<file path="config.mk">
export PLATFORM = sky130hd
export DESIGN_NAME = r8b_operand_fetch
export DESIGN_NICKNAME = d
export VERILOG_FILES = /design/src/rtl/r8b_pkg.sv /design/src/rtl/r8b_sel_decode.sv /design/src/rtl/r8b_operand_fetch.sv
export SDC_FILE = /design/constraint.sdc
export NUM_CORES = 1
export LEC_CHECK = 0
export CAP_MARGIN = 20
export CELL_PAD_IN_SITES_DETAIL_PLACEMENT = 0
export CELL_PAD_IN_SITES_GLOBAL_PLACEMENT = 1
export CORE_ASPECT_RATIO = 1.1
export CORE_MARGIN = 2
export CORE_UTILIZATION = 24
export CTS_BUF_LIST = sky130_fd_sc_hd__clkbuf_16
export DETAILED_ROUTE_END_ITERATION = 12
export HOLD_SLACK_MARGIN = 0.05
export PLACE_DENSITY = 0.78
export SLEW_MARGIN = 20
export SYNTH_ARGS = -nofsm -noshare
export SYNTH_HDL_FRONTEND = slang
export SYNTH_SLANG_ARGS = --single-unit
</file>
<file path="constraint.sdc">
create_clock -name clk -period 2 [get_ports clk]
set_input_delay 0.6 -clock clk [delete_from_list [all_inputs] [get_ports clk]]
set_output_delay 0.6 -clock clk [all_outputs]
set_load 0.02 [all_outputs]
</file>
<file path="src/rtl/r8b_pkg.sv">
// Shared constants and the operand bundle handed from operand fetch to EX
// in the r8b 8-bit pipelined CPU.
package r8b_pkg;

  localparam int DATA_W   = 8;
  localparam int SEL_W    = 2;
  localparam int NUM_REGS = 4;
  localparam int OP_W     = 4;

  typedef struct packed {
    logic [OP_W-1:0]   op;
    logic [DATA_W-1:0] lhs;
    logic [DATA_W-1:0] rhs;
    logic [SEL_W-1:0]  dest_sel;
    logic              dest_we;
  } operand_t;

endpackage

</file>
<file path="src/rtl/r8b_sel_decode.sv">
// Binary register select plus enable to a one-hot strobe vector.
// Selects at or beyond NUM_REGS produce no strobe.
module r8b_sel_decode
  import r8b_pkg::*;
#(
  parameter int NUM_REGS = r8b_pkg::NUM_REGS,
  parameter int SEL_W    = r8b_pkg::SEL_W
) (
  input  logic                en,
  input  logic [SEL_W-1:0]    sel,
  output logic [NUM_REGS-1:0] onehot
);

  always_comb begin
    onehot = '0;
    for (int i = 0; i < NUM_REGS; i++) begin
      onehot[i] = en && (sel == SEL_W'(i));
    end
  end

endmodule

</file>
<file path="src/rtl/r8b_operand_fetch.sv">
// Operand fetch stage: drives GPR assert/load strobes, samples the shared
// LHS/RHS buses with EX forwarding, and hands operands to EX via valid/ready.
module r8b_operand_fetch
  import r8b_pkg::*;
#(
  parameter int NUM_REGS = r8b_pkg::NUM_REGS,
  parameter int SEL_W    = r8b_pkg::SEL_W,
  parameter int OP_W     = r8b_pkg::OP_W
) (
  input  logic                clk,
  input  logic                rst_n,
  input  logic                in_valid,
  output logic                in_ready,
  input  logic [SEL_W-1:0]    in_lhs_sel,
  input  logic [SEL_W-1:0]    in_rhs_sel,
  input  logic [SEL_W-1:0]    in_dest_sel,
  input  logic                in_dest_we,
  input  logic [OP_W-1:0]     in_op,
  output logic [NUM_REGS-1:0] assert_lhs,
  output logic [NUM_REGS-1:0] assert_rhs,
  input  logic [DATA_W-1:0]   lhs_bus,
  input  logic [DATA_W-1:0]   rhs_bus,
  input  logic                wb_valid,
  input  logic [SEL_W-1:0]    wb_sel,
  input  logic [DATA_W-1:0]   wb_data,
  output logic [NUM_REGS-1:0] reg_load,
  output logic [DATA_W-1:0]   reg_in,
  input  logic                fwd_valid,
  input  logic [SEL_W-1:0]    fwd_dest,
  input  logic [DATA_W-1:0]   fwd_data,
  input  logic                fwd_pending,
  output logic                out_valid,
  input  logic                out_ready,
  output logic [DATA_W-1:0]   out_lhs,
  output logic [DATA_W-1:0]   out_rhs,
  output logic [OP_W-1:0]     out_op,
  output logic [SEL_W-1:0]    out_dest_sel,
  output logic                out_dest_we
);

  logic                lhs_hit;
  logic                rhs_hit;
  logic                stall_hz;
  logic                accept;
  logic                vld_p0;
  logic [DATA_W-1:0]   lhs_p0;
  logic [DATA_W-1:0]   rhs_p0;
  logic [OP_W-1:0]     op_p0;
  logic [SEL_W-1:0]    dest_sel_p0;
  logic                dest_we_p0;

  // EX is younger than write-back, so its result beats anything on the bus.
  function automatic logic [DATA_W-1:0] pick_operand(
    input logic              hit,
    input logic [SEL_W-1:0]  sel,
    input logic [DATA_W-1:0] fwd,
    input logic [DATA_W-1:0] bus
  );
    if (hit)                       return fwd;
    else if (int'(sel) >= NUM_REGS) return '0;
    else                           return bus;
  endfunction

  assign lhs_hit  = fwd_valid && (fwd_dest == in_lhs_sel);
  assign rhs_hit  = fwd_valid && (fwd_dest == in_rhs_sel);
  assign stall_hz = fwd_pending && (lhs_hit || rhs_hit);
  assign in_ready = (!vld_p0 || out_ready) && !stall_hz;
  // Gating with rst_n keeps every bus strobe quiet while the core is in reset.
  assign accept   = rst_n && in_valid && in_ready;
  assign reg_in   = wb_data;

  r8b_sel_decode #(.NUM_REGS(NUM_REGS), .SEL_W(SEL_W)) u_dec_lhs (
    .en     (accept),
    .sel    (in_lhs_sel),
    .onehot (assert_lhs)
  );

  r8b_sel_decode #(.NUM_REGS(NUM_REGS), .SEL_W(SEL_W)) u_dec_rhs (
    .en     (accept),
    .sel    (in_rhs_sel),
    .onehot (assert_rhs)
  );

  // GPRs load on the negedge, so a same-cycle read already sees wb_data.
  r8b_sel_decode #(.NUM_REGS(NUM_REGS), .SEL_W(SEL_W)) u_dec_wb (
    .en     (rst_n && wb_valid),
    .sel    (wb_sel),
    .onehot (reg_load)
  );

  // Stage boundary: fetch -> EX operand register
  always_ff @(posedge clk or negedge rst_n) begin
    if (!rst_n) begin
      vld_p0      <= 1'b0;
      lhs_p0      <= '0;
      rhs_p0      <= '0;
      op_p0       <= '0;
      dest_sel_p0 <= '0;
      dest_we_p0  <= 1'b0;
    end else if (accept) begin
      vld_p0      <= 1'b1;
      lhs_p0      <= pick_operand(lhs_hit, in_lhs_sel, fwd_data, lhs_bus);
      rhs_p0      <= pick_operand(rhs_hit, in_rhs_sel, fwd_data, rhs_bus);
      op_p0       <= in_op;
      dest_sel_p0 <= in_dest_sel;
      dest_we_p0  <= in_dest_we;
    end else if (out_ready) begin
      vld_p0      <= 1'b0;
    end
  end

  assign out_valid    = vld_p0;
  assign out_lhs      = lhs_p0;
  assign out_rhs      = rhs_p0;
  assign out_op       = op_p0;
  assign out_dest_sel = dest_sel_p0;
  assign out_dest_we  = dest_we_p0;

endmodule

</file>
### Signal wires on met1

The bar under the picture is 20 um long.
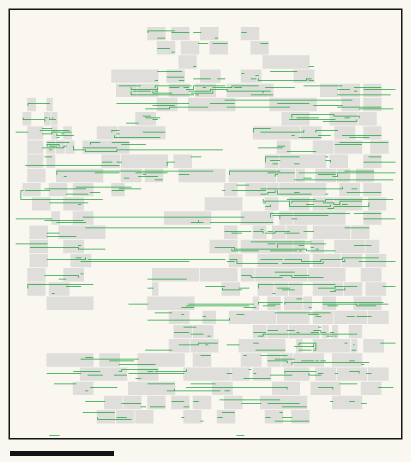
- share of all routed wire: 42%
- longest straight run: 30.8 um
- main direction: horizontal
- nets with wire on the layer: 213

### Met2 routing

The bar under the picture is 20 um long.
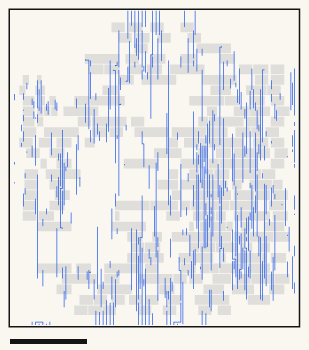
- main direction: vertical
- share of all routed wire: 48%
- nets with wire on the layer: 246
- longest straight run: 37.4 um

### Met3 routing

The bar under the picture is 20 um long.
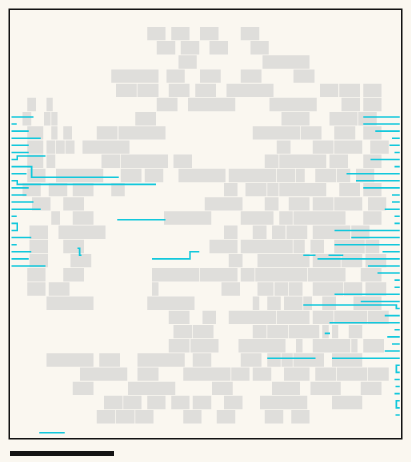
- share of all routed wire: 8.7%
- wire length on this layer: 355 um
- longest straight run: 26.4 um

### Routing congestion map

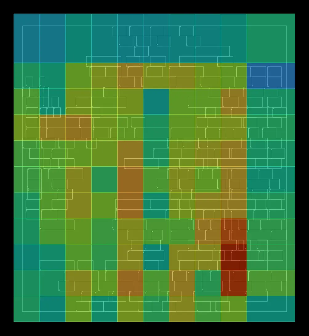
WL/cell: 14.4 um
met1 GRT Util: 0.167
gr usage total: 0.138

==> run_results.csv <==
group,metric,value,unit
route,topRoutingLayerUsed,"met4",
synth,ys_chip_area,0.00133,mm^2
route,wl_met3,355,um
finish,combGateArea,838,um^2
finish,inverters,5,
global_routing,antenna_found_initial,0,
global_routing,grtUsageMet3,0.0393,
finish,drive_gt1_frac,0.524,
worst_setup_path,crit-reg2reg-launch,"out_valid",
sta,final.setup.worst_slack,-241,ps
synth,syn_inst,106,
worst_setup_path,cp.arrival,1640,ps
finish,nonClkBufAreaFrac,0.400,
sta,hold_viol_final,0,
power,powerClk,0.437,mW
synth,ys_sh_simple,0.105,
finish,sh_comb_area,0.308,
run,maxCapViolCount,0,
route,wl_met2,1970,um
sta,tns,-3130,ps
synth,ys_seq_elements,24,
worst_setup_path,path_depth,8,
status,violations,"negative setup slack",
route,drt_pre_antenna_iters,3,
synth,synth_seq_share,0.452,
synth,async_flop_share,1.00,
cts,hold_buffers,0,
sta,holdWs,439,ps
placed_design,dpl_cell_area,0.00236,mm^2
power,p_seq,0.659,mW
floorplan,chipArea,0.00615,mm^2
finish,fin_cells,285,
cts,post_cts_resized,138,
cts,clock_sinks,24,
worst_setup_path,path_cells,"buf_8 -> xnor2_4 -> nand4_1 -> buf_6 -> buf_12 -> nand3_4 -> nor3_4 -> buf_6",
placed_design,gp_congestion,0.738,
sta,rsz0062_at_grt,"true",
finish,sh_seq_area,0.221,
finish,final_area,0.00272,mm^2
floorplan,io_pins,99,
worst_setup_path,path_max_fanout,4,
finish,nonClockBufferCount,110,
synth,yosys-mux-area-fraction,0.333,
sta,fin_skew,4.75,ps
route,m1WireLength,1720,um
finish,fillerInstances,490,
power,combPwrFrac,0.443,
finish,final_nets,265,
worst_setup_path,r2r_cells,6,
floorplan,tap_cells,75,
route,num_vias,1261,
power,switching_share,0.303,
cts,htreeDepth,1,
global_routing,grt_pass1_vias,1330,
power,p_leak,1.19,nW
worst_setup_path,end_kind,"output port",
sta,setup_viol,32,
power,power_density,724,mW/mm^2
floorplan,fp_util,0.248,
cts,postCtsSetupBuffers,15,
finish,antenna_cells,0,
finish,final_cell_mix,"clkdlybuf4s50_1 (55), mux2_2 (33), dfrtp_1 (24)",
route,ant_nets,0,
placed_design,dp.cells,266,
synth,common_cells,"mux2_2 (38), dfrtp_1 (24), nor3_1 (10)",
run,tool_warnings,29,
worst_setup_path,crit_path_frequent_cell,"buf_6",
global_routing,top_usage_layer,"met2",
synth,top_cells_by_area,"dfrtp_1 (45%), mux2_2 (32%), buf_4 (5.1%)",
route,wl,4100,um
sta,max_slew_margin,0.767,
synth,yosys_warnings,0,
finish,lay_top_count,"clkdlybuf4s50_1",
worst_setup_path,cp-startpoint,"fwd_dest[1]",
finish,final-seq-area,601,um^2
synth,synthTopLogicFamily,"multiplexers",
finish,ff_count,24,
finish,logic_gates,67,
worst_setup_path,critPathCapture,"assert_lhs[3]",
synth,ys_sh_xor,0.0264,
worst_setup_path,path_class,"in -> out",
synth,synthAdderAreaFrac,0,
placed_design,dpl.hpwl,2780,um
synth,yosys.area.top_type_share,0.452,
global_routing,grt_overflow,0,
placed_design,port_buffers,82,
synth,top_area_cell,"dfrtp_1",
power,top_power_group,"combinational logic",
cts,cts_made_buffers,3,
cts,cts-root-buf,"clkbuf_16",
finish,syn2layout_area_growth,105,%
placed_design,place_ws,-1050,ps
sta,fin_crit_sh,1.12,
route,via_per_inst,4.42,
status,status,"finished, violations left",
finish,fin_util,0.507,
power,switchingPower,0.596,mW
route,drt_iter0_markers,42,
power,pwr-share-seq,0.335,
synth,synthAoiAreaFrac,0,
synth,ys_cells,106,
synth,avgSynthCellArea,12.5,um^2
global_routing,grt_max_degree,25,
finish,nClkBuffers,3,
sta,period_needed,2240,ps
worst_setup_path,path_buffers,4,
synth,yosysMostFrequentCell,"mux2_2",
worst_setup_path,reg2reg_to,"out_rhs[2]",
finish,dominant_cells,"buffers",
power,comb-power,0.871,mW
worst_setup_path,max_stage_delay,180,ps
synth,syn_area,0.00133,mm^2
synth,synth-edff-count,0,
sta,maxSlewViolCount,0,
finish,final-clk-cell-share,0.0290,
power,p_int,1.37,mW
floorplan,core-area,0.00536,mm^2
synth,fp_nets,160,
floorplan,rows,28,
worst_setup_path,crit_family,"buffers and inverters",
global_routing,grt_pass1_wl,6350,um
worst_setup_path,cp-start-kind,"primary input",
cts,cts.reportedPaths.clkPinSlew,60,ps
sta,fmax,0.446,GHz
No activity file was given, so power comes from the tool's default toggle rates.
